$ cat src/rtl/rx_buf_wr_req_gen.sv
// rx_buf_wr_req_gen: turns payload headers from the RX engine into write
// requests for a per-flow circular receive buffer. Keeps a tail pointer per
// flow, issues one request at a time, passes the payload lines through to the
// writer, and advances the flow's tail once the writer reports completion.
//
// Optional feature macro: RX_BUF_COMMIT_EN
//   defined   -> a COMMIT state publishes the new tail pointer on commit_*.
//   undefined -> no COMMIT state, commit_val stays 0, completion and
//                zero-size headers return straight to IDLE.
module rx_buf_wr_req_gen #(
    parameter int BUF_PTR_W           = 16,
    parameter int FLOWID_W            = 4,
    parameter int MSG_DATA_SIZE_WIDTH = 16,
    parameter int NOC_DATA_WIDTH      = 512
) (
    input  logic                           clk,
    input  logic                           rst_n,
    // payload header from the RX engine
    input  logic                           src_rx_req_val,
    input  logic [FLOWID_W-1:0]            src_rx_req_flowid,
    input  logic [MSG_DATA_SIZE_WIDTH-1:0] src_rx_req_size,
    output logic                           rx_src_req_rdy,
    // payload lines from the RX engine
    input  logic                           src_rx_data_val,
    input  logic [NOC_DATA_WIDTH-1:0]      src_rx_data,
    output logic                           rx_src_data_rdy,
    // request to the circular-buffer writer
    output logic                           wr_buf_req_val,
    output logic [FLOWID_W-1:0]            wr_buf_req_flowid,
    output logic [BUF_PTR_W-1:0]           wr_buf_req_wr_ptr,
    output logic [MSG_DATA_SIZE_WIDTH-1:0] wr_buf_req_size,
    input  logic                           wr_buf_req_rdy,
    // payload lines to the writer
    output logic                           wr_buf_data_val,
    output logic [NOC_DATA_WIDTH-1:0]      wr_buf_data,
    input  logic                           wr_buf_data_rdy,
    // completion from the writer
    input  logic                           wr_buf_done,
    output logic                           wr_buf_done_rdy,
    // flow setup pointer load, always accepted
    input  logic                           ptr_init_val,
    input  logic [FLOWID_W-1:0]            ptr_init_flowid,
    input  logic [BUF_PTR_W-1:0]           ptr_init_ptr,
    // new tail pointer notification
    output logic                           commit_val,
    output logic [FLOWID_W-1:0]            commit_flowid,
    output logic [BUF_PTR_W-1:0]           commit_ptr,
    input  logic                           commit_rdy
);

    localparam int LINE_BYTES = NOC_DATA_WIDTH / 8;
    localparam int LINE_SH    = $clog2(LINE_BYTES);
    localparam int SZX_W      = MSG_DATA_SIZE_WIDTH + 1;
    localparam int CNT_W      = SZX_W - LINE_SH;
    localparam int NUM_FLOWS  = 1 << FLOWID_W;

`ifdef RX_BUF_COMMIT_EN
    typedef enum logic [2:0] {IDLE, REQ, DATA, WAIT_DONE, COMMIT} state_t;
    // where a finished (or empty) transfer goes next
    localparam state_t POST_XFER = COMMIT;
`else
    typedef enum logic [1:0] {IDLE, REQ, DATA, WAIT_DONE} state_t;
    localparam state_t POST_XFER = IDLE;
`endif

    state_t                         state_q, state_d;
    logic [CNT_W-1:0]               cnt_q, cnt_d;
    logic [FLOWID_W-1:0]            flowid_q, flowid_d;
    logic [MSG_DATA_SIZE_WIDTH-1:0] size_q, size_d;
    logic [BUF_PTR_W-1:0]           wr_ptr_q, wr_ptr_d;
    logic [BUF_PTR_W-1:0]           tbl_q [NUM_FLOWS];

    logic [BUF_PTR_W-1:0]           acc_ptr;
    logic [BUF_PTR_W-1:0]           sum_ptr;
    logic [SZX_W-1:0]               size_rnd;
    logic [CNT_W-1:0]               line_cnt;
    logic                           done_upd;

    // Pointer for a header accepted this cycle; a same-cycle init of the same
    // flow must be seen, so it bypasses the table.
    assign acc_ptr = (ptr_init_val && (ptr_init_flowid == src_rx_req_flowid)) ?
                     ptr_init_ptr : tbl_q[src_rx_req_flowid];

    // New tail: wraps naturally in the pointer width.
    assign sum_ptr = wr_ptr_q + BUF_PTR_W'(size_q);

    // Number of bus lines carrying size bytes (round up).
    assign size_rnd = {1'b0, size_q} + SZX_W'(LINE_BYTES - 1);
    assign line_cnt = CNT_W'(size_rnd >> LINE_SH);

`ifdef RX_BUF_COMMIT_EN
    logic [BUF_PTR_W-1:0] commit_ptr_q, commit_ptr_d;
`endif

    // Next-state logic and state-decoded handshakes / data passthrough
    always_comb begin
        state_d         = state_q;
        cnt_d           = cnt_q;
        flowid_d        = flowid_q;
        size_d          = size_q;
        wr_ptr_d        = wr_ptr_q;
        done_upd        = 1'b0;
        rx_src_req_rdy  = 1'b0;
        wr_buf_req_val  = 1'b0;
        rx_src_data_rdy = 1'b0;
        wr_buf_data_val = 1'b0;
        wr_buf_data     = '0;
        wr_buf_done_rdy = 1'b0;
`ifdef RX_BUF_COMMIT_EN
        commit_ptr_d    = commit_ptr_q;
        commit_val      = 1'b0;
`endif

        case (state_q)
            IDLE: begin
                rx_src_req_rdy = 1'b1;
                if (src_rx_req_val) begin
                    flowid_d = src_rx_req_flowid;
                    size_d   = src_rx_req_size;
                    wr_ptr_d = acc_ptr;
`ifdef RX_BUF_COMMIT_EN
                    // an empty payload commits the pointer it found
                    commit_ptr_d = acc_ptr;
`endif
                    state_d  = (src_rx_req_size != '0) ? REQ : POST_XFER;
                end
            end
            REQ: begin
                wr_buf_req_val = 1'b1;
                if (wr_buf_req_rdy) begin
                    cnt_d   = line_cnt;
                    state_d = DATA;
                end
            end
            DATA: begin
                wr_buf_data_val = src_rx_data_val;
                rx_src_data_rdy = wr_buf_data_rdy;
                wr_buf_data     = src_rx_data;
                if (src_rx_data_val && wr_buf_data_rdy) begin
                    cnt_d = cnt_q - CNT_W'(1);
                    if (cnt_q == CNT_W'(1)) begin
                        state_d = WAIT_DONE;
                    end
                end
            end
            WAIT_DONE: begin
                wr_buf_done_rdy = 1'b1;
                if (wr_buf_done) begin
                    done_upd = 1'b1;
`ifdef RX_BUF_COMMIT_EN
                    commit_ptr_d = sum_ptr;
`endif
                    state_d  = POST_XFER;
                end
            end
`ifdef RX_BUF_COMMIT_EN
            COMMIT: begin
                commit_val = 1'b1;
                if (commit_rdy) begin
                    state_d = IDLE;
                end
            end
`endif
            default: begin
                state_d = IDLE;
            end
        endcase

        // Hold every handshake and the data path quiet while in reset.
        if (!rst_n) begin
            rx_src_req_rdy  = 1'b0;
            wr_buf_req_val  = 1'b0;
            rx_src_data_rdy = 1'b0;
            wr_buf_data_val = 1'b0;
            wr_buf_data     = '0;
            wr_buf_done_rdy = 1'b0;
`ifdef RX_BUF_COMMIT_EN
            commit_val      = 1'b0;
`endif
        end
    end

    // FSM, line counter and latched request fields
    always_ff @(posedge clk) begin
        if (!rst_n) begin
            state_q  <= IDLE;
            cnt_q    <= '0;
            flowid_q <= '0;
            size_q   <= '0;
            wr_ptr_q <= '0;
        end else begin
            state_q  <= state_d;
            cnt_q    <= cnt_d;
            flowid_q <= flowid_d;
            size_q   <= size_d;
            wr_ptr_q <= wr_ptr_d;
        end
    end

    // Per-flow tail pointer table; a flow-setup load overrides a same-cycle
    // completion update of the same entry.
    always_ff @(posedge clk) begin
        if (!rst_n) begin
            for (int i = 0; i < NUM_FLOWS; i++) begin
                tbl_q[i] <= '0;
            end
        end else begin
            if (done_upd) begin
                tbl_q[flowid_q] <= sum_ptr;
            end
            if (ptr_init_val) begin
                tbl_q[ptr_init_flowid] <= ptr_init_ptr;
            end
        end
    end

    assign wr_buf_req_flowid = rst_n ? flowid_q : '0;
    assign wr_buf_req_wr_ptr = rst_n ? wr_ptr_q : '0;
    assign wr_buf_req_size   = rst_n ? size_q   : '0;

`ifdef RX_BUF_COMMIT_EN
    // Pointer published in COMMIT
    always_ff @(posedge clk) begin
        if (!rst_n) begin
            commit_ptr_q <= '0;
        end else begin
            commit_ptr_q <= commit_ptr_d;
        end
    end

    assign commit_flowid = rst_n ? flowid_q     : '0;
    assign commit_ptr    = rst_n ? commit_ptr_q : '0;
`else
    logic unused_commit_rdy;
    assign unused_commit_rdy = commit_rdy;
    assign commit_val        = 1'b0;
    assign commit_flowid     = '0;
    assign commit_ptr        = '0;
`endif

endmodule

$ cat config.mk
export PLATFORM = sky130hd
export DESIGN_NAME = rx_buf_wr_req_gen
export DESIGN_NICKNAME = d
export VERILOG_FILES = /design/src/rtl/rx_buf_wr_req_gen.sv
export SDC_FILE = /design/constraint.sdc
export NUM_CORES = 1
export LEC_CHECK = 0
export ABC_CLOCK_PERIOD_IN_PS = 4610
export CAP_MARGIN = 30
export CORE_AREA = 2 2 437 439
export DETAILED_ROUTE_END_ITERATION = 12
export DIE_AREA = 0 0 439 441
export PLACE_DENSITY = 0.35
export SLEW_MARGIN = 20
export SYNTH_ARGS = -nofsm -noshare
export SYNTH_HDL_FRONTEND = slang
export SYNTH_SLANG_ARGS = --single-unit
$ cat constraint.sdc
create_clock -name clk -period 4.61 [get_ports clk]
set_input_delay 0.922 -clock clk [delete_from_list [all_inputs] [get_ports clk]]
set_output_delay 0.922 -clock clk [all_outputs]
set_load 0.02 [all_outputs]
==> impl_metrics.yaml, run 1 <==
# yosys + openroad results
status:
  status: "finished, final reports clean"
critical_path:
  cp_slowest_stage_delay_ps: 770
  cp_top_family: "buffers and inverters"
  end_kind: "output port"
  start_kind: "flip-flop"
  crit_fanout: 29
  cp_cell_sequence: "inv_1, ha_4, buf_12, buf_4, and3_1, clkdlybuf4s50_1"
  critPathBufInv: 4
  crit_type: "flip-flop to output port"
synth:
  synth_top_cell_by_area: "edfxtp_1"
  common_cells: "and3_1, edfxtp_1, a22o_1"
  yosysTopAreaCellShare_pct: 38.6
  ys_cells: 1947
  ys_top_cells_by_area: "edfxtp_1, and3_1, a22o_1"
  synth_seq_share_pct: 43.5
  synth_chip_area_mm2: 0.0199
  simple_gate_share_pct: 23.4
  async_flop_share_pct: 0
  avgSynthCellArea_um2: 10.2
  synth_area_mm2: 0.0199
  ys_types: 69
  synthMuxAreaShare_pct: 9.28
  ff_type: "edfxtp_1"
  netlist_instances: 1947
  ys_sh_aoi_pct: 14.5
layout:
  ff_latch_area_mm2: 0.00867
  bufAreaShareNonClock_pct: 34.0
  final_layout_size_suffix_gt1_share_pct: 11.3
  comb_area_mm2: 0.0101
  fill_cells: 21000
  comb.multi_input.count: 1352
  inv_count: 50
  final_nets: 3559
  synthToLayoutAreaGrowth_pct: 81.2
  num-nonclk-buffers: 1230
  instances_no_fill: 5745
  clock_area_share_pct: 3.02
  lay_top_count: "clkdlybuf4s50_1"
  final_cell_mix: "clkdlybuf4s50_1, and3_1, edfxtp_1"
  comb_area_share_pct: 28.1
placement:
  dpl-instance-area_mm2: 0.0343
  io_buffers: 1112
  hpwl_mm: 248
  placedCellCount: 5436
  dpl_worst_slack_ps: 753
  place.gp.congestion: 1.03
sta:
  worst_slack_ps: 474
  rsz0062_at_grt: "no"
  whs_ps: 520
  tns_ps: 0
  finalMaxSlewViolations: 0
  setup_viol: 0
  period_minus_slack_ps: 4140
pwr:
  intPower_mw: 7.06
  p_seq_mw: 3.46
  switching_share_pct: 46.2
  comb-power_mw: 6.81
  p_seq_share_pct: 26.4
  power.total_mw: 13.1
  irDropWorstVdd_v: 0.000196
  power.share.clock_pct: 21.6
  p_per_area_mw_per_mm2: 363
  maxPowerGroup: "combinational cells"
hold_path:
  holdCritPathClass: "flip-flop to flip-flop"
drt:
  dr.first_iter.drc_count: 2005
  via_count: 23900
  drc_errors: 0
  wl_mm: 285
  first_pass_iters: 5
  ant_nets: 0
grt:
  grt_max_degree: 147
  grt_overflow: 0
  grt.busiest_layer: "met2"
  met1_usage_pct: 35.9
  grt_pass1_vias: 22500
  grt_usage_pct: 28.4
  gr-usage-met3_pct: 5.81
die:
  dieArea_mm2: 0.194
  die_h_um: 441
  fp.dieW_um: 439
  fp_util_pct: 10.5
  core_area_mm2: 0.189
clocking:
  ctsResizeCount: 0
  clock-root-buffer: "clkbuf_16"
  clkTransAtPathRegs_ps: 70
  cts_made_buffers: 36
  cts_buffer_depth: 3
  clock_latency_ps: 570
  cts_hold_buf: 0
  cts_setup_buffers: 0
  cts_tree: "yes"
flow_run:
  max_cap_violations: 0
[run 1: path summary, 6_finish.rpt]
kind	from	to	slack (ps)	cells past startpoint
setup / recovery	state_q[0]	wr_buf_data[177]	470	6
hold / removal	state_q[0]	state_q[0]	520	2
setup reg to reg	size_q[0]	tbl_q[13][14]	1440	8
hold reg to reg	state_q[0]	state_q[0]	520	2
[run 1: metal layers]
layer	part of all wire [%]	up-vias
li1	-	9665
met1	43	12200
met2	46	1521
met3	5.6	555
met4	5.8	20
met5	0.046	-
[run 1: registers in the layout, indices dropped and copies added (netlist names)]
register and cells:
tbl_q 256, size_q 16, state_q 2, flowid_q 4
wr_ptr_q 16, cnt_q 11
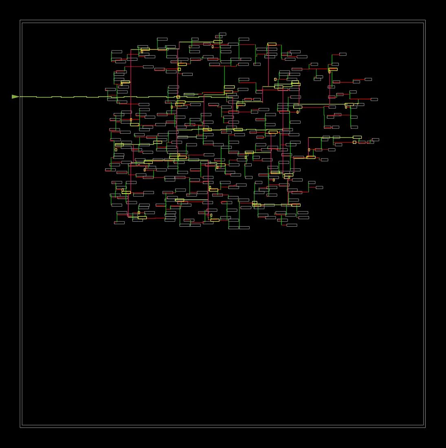
(run_1/clocks.png)
# clk buffers: 46
clock skew: 23.4 ps
Clock Power: 2.84 mW
seq_cells: 305

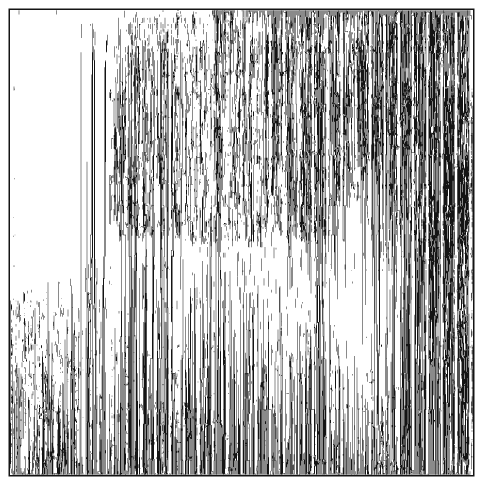
(run_1/layer_met2.png)
wire length on this layer: 131 mm
main direction: vertical
share of all routed wire: 46%
nets with wire on the layer: 3175

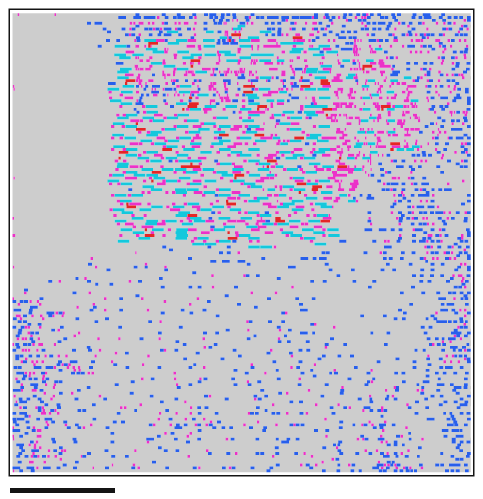
(run_1/placement_by_type.png)
The bar under the picture is 100 um long. Fill, decap, tap and diode cells in grey.
[red] clock drivers and dummy loads | cells: 64 | share of their area: 3.4%
[magenta] combinational and other logic | cells: 1402 | share of their area: 32%
[cyan] flops | cells: 305 | share of their area: 27%
[blue] other buffers and delay cells | cells: 1230 | share of their area: 38%

==> inputs of run 2 (changes only) <==
--- a/config.mk
+++ b/config.mk
@@ -5,7 +5,7 @@
 export SDC_FILE = /design/constraint.sdc
 export NUM_CORES = 1
 export LEC_CHECK = 0
-export ABC_CLOCK_PERIOD_IN_PS = 4610
+export ABC_CLOCK_PERIOD_IN_PS = 4700
 export CAP_MARGIN = 30
 export CORE_AREA = 2 2 437 439
 export DETAILED_ROUTE_END_ITERATION = 12
==> constraint.sdc (replaced) <==
create_clock -name clk -period 4.7 [get_ports clk]
set_input_delay 0.94 -clock clk [delete_from_list [all_inputs] [get_ports clk]]
set_output_delay 0.94 -clock clk [all_outputs]
set_load 0.02 [all_outputs]
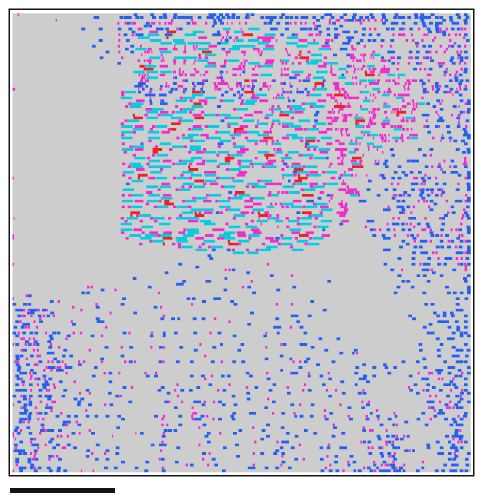
(run_2/placement_by_type.png)
The bar under the picture is 100 um long. Fill, decap, tap and diode cells in grey.
flop share of the area: 23.9%
row count: 160

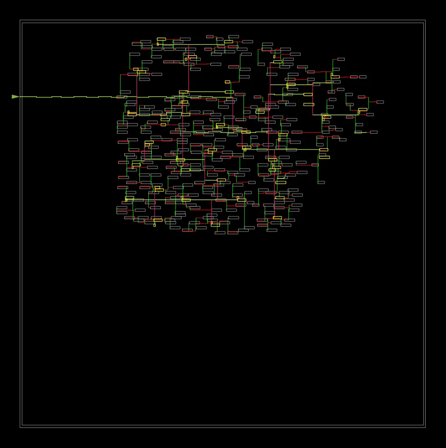
(run_2/clocks.png)
TritonCTS Buffers: 37
Late-Pin Clk Latency: 580 ps
# clk buffers: 52
clock skew: 23.8 ps

==> run 2 against run 1 <==
Against the previous run:
- sequential share of layout area is 0.16 points lower
- register-to-register slack got worse by 410 ps
- total power decreased by 1.2%
- first-iteration DRC count is 1.0% lower
- critical endpoint is now wr_buf_data[48]
- highest routed layer unchanged
- worst hold slack better by 3.8 ps
- core utilization up 0.13 points
- area after synthesis did not move
- die area unchanged
- wire length decreased by 1.8%
- final cell count increased by 1.4%
- design area increased by 0.66%
- global-route usage shrank 0.51 points
==> impl_metrics.yaml, run 2 <==
# yosys + openroad results
status:
  status: "finished, final reports clean"
critical_path:
  crit_cells: 5
  end_kind: "output port"
  crit_fanout: 81
  cp_cell_sequence: "inv_1, ha_4, buf_12, and3_1, clkdlybuf4s50_1"
  start_kind: "flip-flop"
  cp_slowest_stage_delay_ps: 770
  crit_type: "flip-flop to output port"
  crit_end: "wr_buf_data[48]"
  ff2ff_path_depth: 8
layout:
  final_nets: 3547
  lay_top_count: "clkdlybuf4s50_1"
  largest_reg_flops: 256
  regMostFlops: "tbl_q"
  synthToLayoutAreaGrowth_pct: 82.4
  largestRegisters: "tbl_q x256, size_q x16, wr_ptr_q x16"
  fill_cells: 20900
  instances_no_fill: 5827
drt:
  highest_layer: "met5"
  first_pass_iters: 5
  wl_mm: 280
  ant_nets: 0
  wl_met3_mm: 19.6
  dr_wl_met2_mm: 126
  via_count: 23800
  dr.first_iter.drc_count: 1984
  drc_errors: 0
flow_run:
  max_cap_violations: 0
pwr:
  power.share.clock_pct: 22.8
  comb-power_mw: 6.60
  power.total_mw: 13.0
  switching_share_pct: 45.5
  p_seq_mw: 3.40
  clk-power_mw: 2.96
synth:
  simple_gate_share_pct: 23.4
  synth_chip_area_mm2: 0.0199
  synth_top_cell_by_area: "edfxtp_1"
  avgSynthCellArea_um2: 10.2
  ys_types: 69
  ys_top_cells_by_area: "edfxtp_1, and3_1, a22o_1"
  common_cells: "and3_1, edfxtp_1, a22o_1"
  synth_area_mm2: 0.0199
  synthMuxAreaShare_pct: 9.28
  ys_cells: 1947
  async_flop_share_pct: 0
grt:
  grt_overflow: 0
  grt.busiest_layer: "met2"
  met1_usage_pct: 34.2
  grt_pass1_vias: 22200
  gr-usage-met3_pct: 8.03
sta:
  tns_ps: 0
  finalMaxSlewViolations: 0
  whs_ps: 524
  setup_viol: 0
  period_minus_slack_ps: 4200
  worst_slack_ps: 503
clocking:
  cts_tree: "yes"
  clkTransAtPathRegs_ps: 60
  cts_buffer_depth: 3
  ctsResizeCount: 0
placement:
  io_buffers: 1112
  hpwl_mm: 243
  dpl_worst_slack_ps: 885
  placedCellCount: 5432
  dpl-instance-area_mm2: 0.0343
  place.gp.congestion: 1.10
die:
  dieArea_mm2: 0.194
  core_area_mm2: 0.189
  fp_util_pct: 10.5
hold_path:
  holdCritPathClass: "flip-flop to flip-flop"
## run 2: how the worst min path moves through the flow
stage,slack [ps],startpoint,depth (start not counted),to
after global placement,500,state_q[0],2,state_q[0]
after detailed placement,520,state_q[0],2,state_q[0]
after floorplan,460,state_q[0],2,state_q[0]
after CTS,530,state_q[0],2,state_q[0]
final,520,state_q[0],2,state_q[0]
after global routing,590,state_q[0],2,state_q[0]
## run 2: cell type report
cell class / instances / area [um^2] / share of cell area [%]
tap: 2511 / 3140 / 8.65
clock inverter: 16 / 176 / 0.486
inverter: 50 / 188 / 0.517
sequential: 305 / 8670 / 23.9
multi-input combinational: 1352 / 10100 / 27.9
antenna: 324 / 811 / 2.23
timing repair buffer: 1217 / 12200 / 33.5
clock buffer: 52 / 1040 / 2.87
==> run_2/layer_met2.png <==
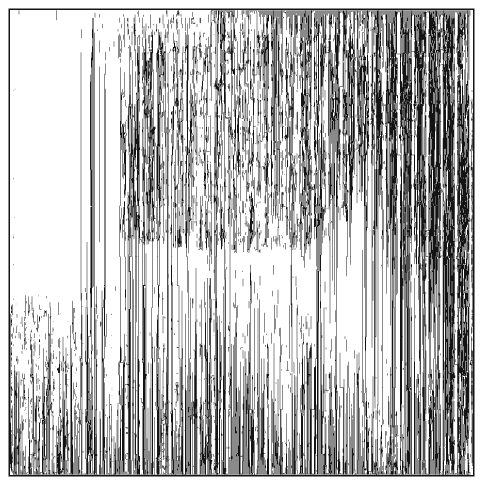

==> inputs of run 3 (changes only) <==
--- a/config.mk
+++ b/config.mk
@@ -5,8 +5,8 @@
 export SDC_FILE = /design/constraint.sdc
 export NUM_CORES = 1
 export LEC_CHECK = 0
-export ABC_CLOCK_PERIOD_IN_PS = 4700
-export CAP_MARGIN = 30
+export ABC_CLOCK_PERIOD_IN_PS = 4080
+export CAP_MARGIN = 20
 export CORE_AREA = 2 2 437 439
 export DETAILED_ROUTE_END_ITERATION = 12
 export DIE_AREA = 0 0 439 441
==> constraint.sdc (replaced) <==
create_clock -name clk -period 4.08 [get_ports clk]
set_input_delay 0.816 -clock clk [delete_from_list [all_inputs] [get_ports clk]]
set_output_delay 0.816 -clock clk [all_outputs]
set_load 0.02 [all_outputs]
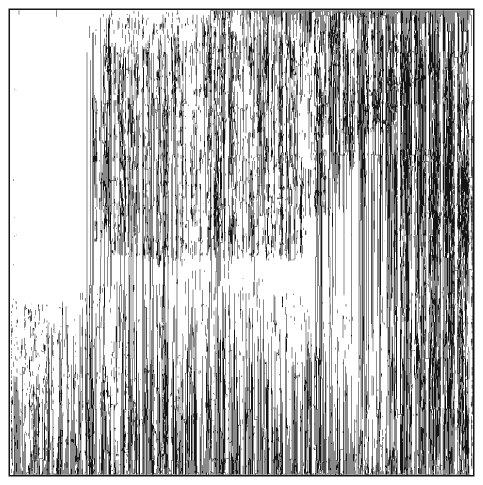
(run_3/layer_met2.png)
share of all routed wire: 45%
nets with wire on the layer: 3246
longest straight run: 296 um
wire length on this layer: 128 mm
main direction: vertical

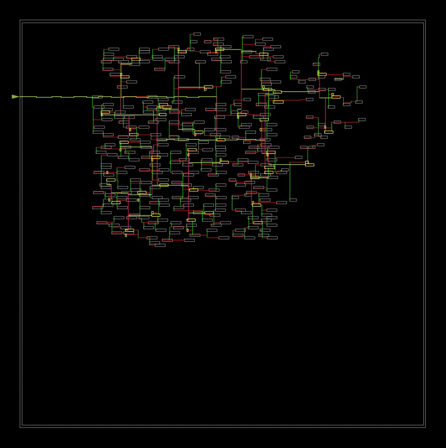
(run_3/clocks.png)
Late-Pin Clk Latency: 590 ps
Clock Power: 3.27 mW

==> run 3 against run 2 <==
Against the previous run:
- design area up 4.0%
- worst setup slack got worse by 410 ps
- sequential share of layout area fell by 0.91 points
- flip-flop count stayed put
- critical path type unchanged
- largest power group unchanged
==> impl_metrics.yaml, run 3 <==
# yosys + openroad results
layout:
  ff_count: 305
  lay_top_count: "clkdlybuf4s50_1"
  comb.multi_input.count: 1352
  largestRegisters: "tbl_q x256, size_q x16, wr_ptr_q x16"
  comb_area_share_pct: 26.8
  ff_latch_area_mm2: 0.00867
  fill_cells: 20800
  num-nonclk-buffers: 1294
  inv_count: 50
  regMostFlops: "tbl_q"
  clock_buffers: 46
  final_nets: 3625
  finalInstanceArea_mm2: 0.0378
  largest_class: "buffers"
  instances_no_fill: 5766
  bufAreaShareNonClock_pct: 37.2
  sh_seq_area_pct: 23.0
  diodes: 185
  comb_area_mm2: 0.0101
  largest_reg_flops: 256
  clock_area_share_pct: 3.04
  synthToLayoutAreaGrowth_pct: 89.6
clocking:
  cts_tree: "yes"
  ctsResizeCount: 0
  cts_hold_buf: 0
  clkTransAtPathRegs_ps: 60
  clkSinkCount: 305
  cts_buffer_depth: 3
  cts_made_buffers: 38
grt:
  grt_pass1_wl_mm: 337
  grt.busiest_layer: "met2"
  met1_usage_pct: 35.8
  grt_pass1_vias: 22800
  grt_overflow: 0
  gr-usage-met3_pct: 6.22
critical_path:
  start_kind: "flip-flop"
  crit_type: "flip-flop to output port"
  end_kind: "output port"
  crit_fanout: 51
drt:
  ant_nets: 0
  drc_errors: 0
  wl_mm: 285
  dr.first_iter.drc_count: 2328
  highest_layer: "met5"
  via_count: 24100
  met1_length_mm: 122
  dr_wl_met2_mm: 128
  wl_per_cell_um: 49.5
  wl_met3_mm: 16.3
  first_pass_iters: 5
sta:
  rsz0062_at_grt: "no"
  worst_slack_ps: 92.5
  whs_ps: 524
  tightest_slew_ps: 1080
  period_minus_slack_ps: 3990
  skew_ps: 42.8
  setup_viol: 0
  tns_ps: 0
  finalMaxSlewViolations: 0
synth:
  ys_types: 69
  top_cell: "and3_1"
  ff_type: "edfxtp_1"
  ys_cells: 1947
  synth_warnings: 0
  adder_share_pct: 1.48
  common_cells: "and3_1, edfxtp_1, a22o_1"
  ys_top_cells_by_area: "edfxtp_1, and3_1, a22o_1"
  async_flop_share_pct: 0
  yosysTopAreaCellShare_pct: 38.6
  avgSynthCellArea_um2: 10.2
  synth_top_cell_by_area: "edfxtp_1"
  synth_area_mm2: 0.0199
  edf_count: 256
  synthMuxAreaShare_pct: 9.28
  simple_gate_share_pct: 23.4
  synth_chip_area_mm2: 0.0199
  netlist_instances: 1947
placement:
  dpl-instance-area_mm2: 0.0361
  io_buffers: 1112
  placedCellCount: 5512
  dpl_worst_slack_ps: 556
  hpwl_mm: 248
  place.gp.congestion: 1.11
pwr:
  p_seq_mw: 3.92
  p_seq_share_pct: 25.6
  power.share.clock_pct: 21.4
  p_leak_nw: 15.2
  p_per_area_mw_per_mm2: 404
  comb-power_mw: 8.09
  power.total_mw: 15.3
  switching_share_pct: 45.9
die:
  fp_util_pct: 10.5
  rows: 160
  tap_cells: 2511
  dieArea_mm2: 0.194
  core_area_mm2: 0.189
flow_run:
  max_cap_violations: 0
status:
  status: "finished, final reports clean"
hold_path:
  holdCritPathClass: "flip-flop to flip-flop"
[run 3: netlist changes by cell type in the layout (fill, tap and decap cells not counted), sizes merged]
cell	previous run	this run
clkbuf	52	46
clkdlybuf4s50	1099	928
diode	324	185
bufinv	2	0
inv	51	52
clkinv	13	21
buf	118	366
[run 3: critical path: stages, from the launching register on]
cell	delay, ps
dfxtp_1	360
inv_1	170
ha_4	300
buf_12	190
buf_12	250
and3_1	420
buf_4	210
clkdlybuf4s50_1	620
[run 3: path summary, 6_finish.rpt]
kind	startpoint	end	slack, ps	depth (start not counted)
hold reg to reg	state_q[0]	state_q[0]	520	2
hold / removal	state_q[0]	state_q[0]	520	2
setup / recovery	state_q[0]	wr_buf_data[173]	90	7
setup reg to reg	size_q[0]	tbl_q[8][14]	860	8
Power and IR drop assume default switching activity.
